$ cat src/rtl/block_dezigzag_dequant.sv
// rtl/block_dezigzag_dequant.sv - 8x8 zigzag-to-raster reorder with per-position dequantization
//
// Accepts one 8x8 block of quantized coefficients in zigzag order, multiplies
// each by the quantizer step of its raster position and stores it. Then it
// streams all 64 dequantized coefficients out in raster order.
//
// Ports:
//   clk, rst               clock, asynchronous active-high reset
//   in_valid/in_ready      input beat handshake
//   in_coef, in_last       signed coefficient (zigzag order), end-of-block marker
//   qtab_we/addr/data      quantizer step write port, raster-ordered index
//   out_valid/out_ready    output beat handshake
//   out_coef               signed dequantized coefficient
//   out_row, out_col       raster position of out_coef
//   out_last               high on position 63
//   block_done             one-cycle pulse after the final output handshake
module block_dezigzag_dequant #(
  parameter int COEF_WIDTH = 16,
  parameter int QTAB_WIDTH = 8
) (
  input  logic                                 clk,
  input  logic                                 rst,
  input  logic                                 in_valid,
  output logic                                 in_ready,
  input  logic signed [COEF_WIDTH-1:0]         in_coef,
  input  logic                                 in_last,
  input  logic                                 qtab_we,
  input  logic [5:0]                           qtab_addr,
  input  logic [QTAB_WIDTH-1:0]                qtab_data,
  output logic                                 out_valid,
  input  logic                                 out_ready,
  output logic signed [COEF_WIDTH+QTAB_WIDTH-1:0] out_coef,
  output logic [2:0]                           out_row,
  output logic [2:0]                           out_col,
  output logic                                 out_last,
  output logic                                 block_done
);

  localparam int OUT_WIDTH  = COEF_WIDTH + QTAB_WIDTH;
  localparam int BLOCK_SIZE = 8;
  localparam int NCOEF      = BLOCK_SIZE * BLOCK_SIZE;
  localparam logic [5:0] LAST_IDX = 6'(NCOEF - 1);

  typedef enum logic {FILL, DRAIN} state_t;

  state_t                 state, state_next;
  logic [5:0]             k;
  logic [5:0]             r;
  logic [NCOEF-1:0]       mask;
  logic [QTAB_WIDTH-1:0]  qtab     [NCOEF];
  logic [OUT_WIDTH-1:0]   coef_buf [NCOEF];
  logic [5:0]             zz_pos;
  logic                   in_fire;
  logic                   out_fire;
  logic signed [OUT_WIDTH-1:0] coef_ext;
  logic signed [OUT_WIDTH-1:0] step_ext;
  logic signed [OUT_WIDTH-1:0] product;

  // Standard JPEG zigzag index -> raster index (row*8+col).
  function automatic logic [5:0] zigzag(input logic [5:0] idx);
    zigzag = 6'd0;
    case (idx)
      6'd0:  zigzag = 6'd0;  6'd1:  zigzag = 6'd1;  6'd2:  zigzag = 6'd8;  6'd3:  zigzag = 6'd16;
      6'd4:  zigzag = 6'd9;  6'd5:  zigzag = 6'd2;  6'd6:  zigzag = 6'd3;  6'd7:  zigzag = 6'd10;
      6'd8:  zigzag = 6'd17; 6'd9:  zigzag = 6'd24; 6'd10: zigzag = 6'd32; 6'd11: zigzag = 6'd25;
      6'd12: zigzag = 6'd18; 6'd13: zigzag = 6'd11; 6'd14: zigzag = 6'd4;  6'd15: zigzag = 6'd5;
      6'd16: zigzag = 6'd12; 6'd17: zigzag = 6'd19; 6'd18: zigzag = 6'd26; 6'd19: zigzag = 6'd33;
      6'd20: zigzag = 6'd40; 6'd21: zigzag = 6'd48; 6'd22: zigzag = 6'd41; 6'd23: zigzag = 6'd34;
      6'd24: zigzag = 6'd27; 6'd25: zigzag = 6'd20; 6'd26: zigzag = 6'd13; 6'd27: zigzag = 6'd6;
      6'd28: zigzag = 6'd7;  6'd29: zigzag = 6'd14; 6'd30: zigzag = 6'd21; 6'd31: zigzag = 6'd28;
      6'd32: zigzag = 6'd35; 6'd33: zigzag = 6'd42; 6'd34: zigzag = 6'd49; 6'd35: zigzag = 6'd56;
      6'd36: zigzag = 6'd57; 6'd37: zigzag = 6'd50; 6'd38: zigzag = 6'd43; 6'd39: zigzag = 6'd36;
      6'd40: zigzag = 6'd29; 6'd41: zigzag = 6'd22; 6'd42: zigzag = 6'd15; 6'd43: zigzag = 6'd23;
      6'd44: zigzag = 6'd30; 6'd45: zigzag = 6'd37; 6'd46: zigzag = 6'd44; 6'd47: zigzag = 6'd51;
      6'd48: zigzag = 6'd58; 6'd49: zigzag = 6'd59; 6'd50: zigzag = 6'd52; 6'd51: zigzag = 6'd45;
      6'd52: zigzag = 6'd38; 6'd53: zigzag = 6'd31; 6'd54: zigzag = 6'd39; 6'd55: zigzag = 6'd46;
      6'd56: zigzag = 6'd53; 6'd57: zigzag = 6'd60; 6'd58: zigzag = 6'd61; 6'd59: zigzag = 6'd54;
      6'd60: zigzag = 6'd47; 6'd61: zigzag = 6'd55; 6'd62: zigzag = 6'd62; 6'd63: zigzag = 6'd63;
    endcase
  endfunction

  assign zz_pos   = zigzag(k);
  assign in_fire  = in_valid && in_ready;
  assign out_fire = out_valid && out_ready;

  // Signed coefficient times zero-extended step; the true product always fits
  // in OUT_WIDTH signed bits, so the truncated result is exact.
  assign coef_ext = {{QTAB_WIDTH{in_coef[COEF_WIDTH-1]}}, in_coef};
  assign step_ext = {{COEF_WIDTH{1'b0}}, qtab[zz_pos]};
  assign product  = coef_ext * step_ext;

  always_ff @(posedge clk or posedge rst) begin
    if (rst) begin
      state <= FILL;
    end else begin
      state <= state_next;
    end
  end

  always_comb begin
    state_next = state;
    in_ready   = 1'b0;
    out_valid  = 1'b0;
    case (state)
      FILL: begin
        in_ready = 1'b1;
        // in_last at k==63 coincides with the natural end, so both are one case
        if (in_valid && (k == LAST_IDX || in_last)) state_next = DRAIN;
      end
      DRAIN: begin
        out_valid = 1'b1;
        if (out_ready && r == LAST_IDX) state_next = FILL;
      end
      default: state_next = FILL;
    endcase
  end

  always_ff @(posedge clk or posedge rst) begin
    if (rst) begin
      k          <= 6'd0;
      r          <= 6'd0;
      mask       <= '0;
      block_done <= 1'b0;
      for (int i = 0; i < NCOEF; i++) qtab[i] <= QTAB_WIDTH'(1);
    end else begin
      block_done <= 1'b0;
      // An input beat in the same cycle reads the pre-write step.
      if (qtab_we) qtab[qtab_addr] <= qtab_data;
      if (in_fire) begin
        mask[zz_pos] <= 1'b1;
        k            <= k + 6'd1;
      end
      if (out_fire) begin
        if (r == LAST_IDX) begin
          r          <= 6'd0;
          k          <= 6'd0;
          mask       <= '0;
          block_done <= 1'b1;
        end else begin
          r <= r + 6'd1;
        end
      end
    end
  end

  // Storage needs no reset: the mask hides anything not written this block.
  always_ff @(posedge clk) begin
    if (in_fire) coef_buf[zz_pos] <= product;
  end

  assign out_coef = (state == DRAIN && mask[r]) ? coef_buf[r] : '0;
  assign out_row  = r[5:3];
  assign out_col  = r[2:0];
  assign out_last = (state == DRAIN) && (r == LAST_IDX);

endmodule

$ cat config.mk
export PLATFORM = sky130hd
export DESIGN_NAME = block_dezigzag_dequant
export DESIGN_NICKNAME = d
export VERILOG_FILES = /design/src/rtl/block_dezigzag_dequant.sv
export SDC_FILE = /design/constraint.sdc
export NUM_CORES = 2
export LEC_CHECK = 0
export ABC_AREA = 1
export CAP_MARGIN = 20
export CORE_MARGIN = 2
export CORE_UTILIZATION = 60
export CTS_CLUSTER_DIAMETER = 60
export CTS_CLUSTER_SIZE = 14
export DETAILED_ROUTE_END_ITERATION = 12
export PLACE_DENSITY = 0.81
export SLEW_MARGIN = 10
export SYNTH_ARGS = -nofsm -noshare
export SYNTH_HDL_FRONTEND = slang
export SYNTH_SLANG_ARGS = --single-unit
$ cat constraint.sdc
create_clock -name clk -period 67.8 [get_ports clk]
set_clock_uncertainty 0.05 [all_clocks]
set_input_delay 16.95 -clock clk [delete_from_list [all_inputs] [get_ports clk]]
set_output_delay 16.95 -clock clk [all_outputs]
set_load 0.02 [all_outputs]
==> impl_metrics.tcl <==
# place-and-route summary
set metrics [dict create \
    hp-class "register to register" \
    grt_pass1_wl_um 386000 \
    yosys_cells 8236 \
    drt_pass1_iterations 7 \
    track_usage_pct 32.4 \
    ant_nets 0 \
    gp_congestion 0.887 \
    logic_area_um2 28100 \
    outcome "completed" \
    ctsResizeCount 0 \
    die_area_um2 156000 \
    portBuffers 69 \
    cts_hold_buffers 0 \
    hold_viol_final 0 \
    ys_warn_count 0 \
    synth-edff-count 1536 \
    fp_util_pct 60.5 \
    cp_common_cell "nand2_1" \
    warning_count 81 \
    top_cell "nand2_1" \
    slowest_stage "o2111ai_1" \
    cap_violations 0 \
    cp-end-kind "output port" \
    synth_seq_share_pct 66.4 \
    drc_errors 0 \
    finalWirelength_um 255000 \
    num_rows 143 \
]
worst max-delay path: cells and delay by family (launching register included):
kind / cells / cell delay (ps)
AND-OR/OR-AND: 3 / 1330
flip-flops: 1 / 730
AND/OR/NAND/NOR: 4 / 360
buffers and inverters: 4 / 2710
area by class of cell:
class / count / area share, %
Antenna cell: 6 / 0.0151
Clock buffer: 256 / 4.81
Tap cell: 2030 / 2.55
Sequential cell: 2126 / 61.2
Clock inverter: 17 / 0.254
Inverter: 247 / 0.959
Timing Repair Buffer: 230 / 2.05
Multi-Input combinational cell: 5278 / 28.2
cell usage in the layout (no fill, tap or decap), types with 14 or more instances in the layout:
cell             count
nor2_4              14
dfrtp_1            522
nor3_1              17
a32oi_1             19
o21ai_1             22
a21oi_1            229
o221ai_1           264
and3_1              23
nand2_1           1753
nor2_1             700
nand4_1             31
ha_1                57
inv_2               21
o22ai_1             18
clkdlybuf4s50_1     69
dfstp_2             64
edfxtp_1          1536
clkbuf_1            73
fa_1               100
o21ai_0            988
inv_1              219
nand3_1            709
o2111ai_1           24
nor2_2              62
a32o_1             162
buf_4              149
clkbuf_16          178
metrics by stage:
stage,hold WS [ps],setup WS [ps],utilization [%],instance area (um^2)
floorplan,403,34390,-,91800
global placement,415,44850,62.2,94500
detailed placement,423,44830,62.2,94500
CTS,439,44530,65.5,99500
global route,454,44210,65.6,99700
finish,434,44420,65.6,99700
flip-flops by register name, indices dropped and copies added (netlist names):
register / cells
coef_buf: 1536
qtab: 512
mask: 64
k: 6
r: 6
block_done: 1
state: 1
final timing paths:
path | cells after the start | slack [ps] | from | endpoint
worst min-delay path | 2 | 430 | qtab[28]$_DFFE_PP0P_ | qtab[28]$_DFFE_PP0P_
worst min register to register | 2 | 430 | qtab[28]$_DFFE_PP0P_ | qtab[28]$_DFFE_PP0P_
worst max-delay path | 11 | 44420 | r[0]$_DFFE_PP0P_ | out_coef[4]
worst max register to register | 33 | 56100 | k[0]$_DFF_PP0_ | coef_buf[52][20]$_DFFE_PP_
min in group asynchronous | 2 | 16700 | rst | mask[51]$_DFF_PP0_
max in group asynchronous | 6 | 47980 | rst | qtab[304]$_DFFE_PP1P_
routing by layer:
metal  GRT usage (%)  up-vias  part of all wire (%)
li1                -    29000                     -
met1            43.0    32800                    36
met2            50.7     4646                    47
met3            7.10      814                    12
met4            16.6        8                   5.4
met5               0        -                 0.024
cells by family (layout without fill, tap and decap cells):
logic type	after synthesis	count (layout)	synth area share, %
buffers and inverters	832	750	3.65
AOI/OAI and AO/OA	1767	1767	11.9
and+or+nand+nor	3324	3324	14.8
adders and majority gates	161	161	3.01
other	0	6	0
DFF	2126	2126	66.4
xor gates and xnor gates	26	26	0.248
### Clock routing

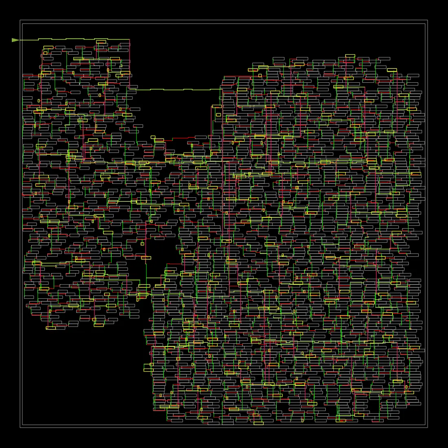
clock latency at the later pin of the worst-skew pair: 830 ps
TritonCTS Sinks: 2126
registers: 2126

### Signal wires on met3

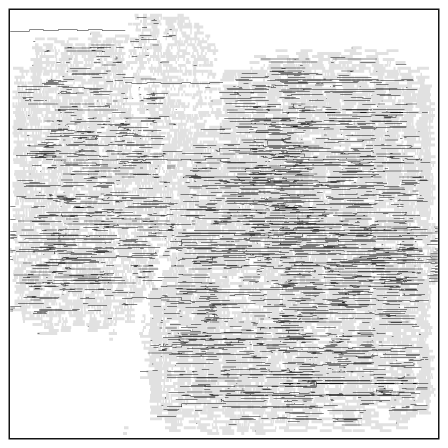
nets with wire on the layer: 823
main direction: horizontal

### Wire density map

Bar = 100 um. 40 x 40 tiles, from white (low) to dark blue (high), scaled to the fullest tile. Values are wire area over tile area, all layers added.
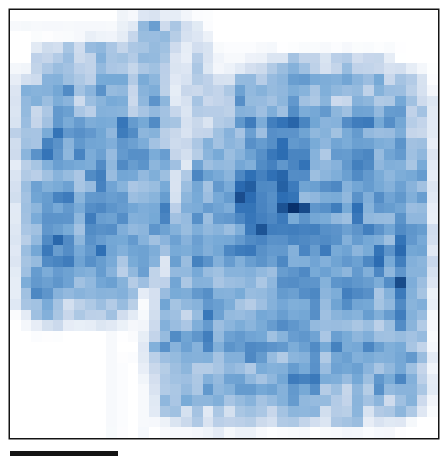
nearly empty tiles: 14%
mean over tiles: 0.29
tiles over half the peak: 28%

### A small window of the routed layout

Region (178, 178) to (218, 218) um. Cells in grey, sequential cells in the stronger grey; small squares are vias.
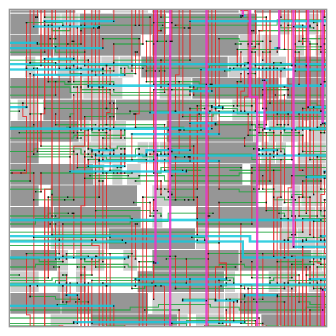
legend:
  met3:
    colour: cyan
  met2:
    colour: red
  met1:
    colour: green
  met4:
    colour: magenta
sequential cells in the window: 33
cells with their middle in the window: 106
most frequent: edfxtp_1 (26), nor2_1 (25)
netlist names of flops here include: coef_buf (26), mask (7)

### Clock network drawn from the DEF

Bar = 100 um.
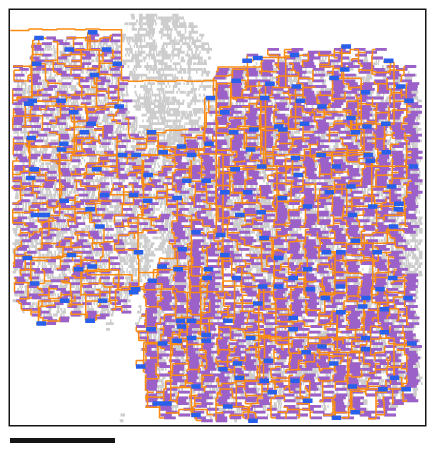
legend:
  clock wires:
    colour: orange
    length: 21.4 mm
  flip-flops:
    colour: purple
    count: 2126
  cells driving clock nets:
    colour: blue
    count: 175
routed clock nets: 176
flops lie: all over the die

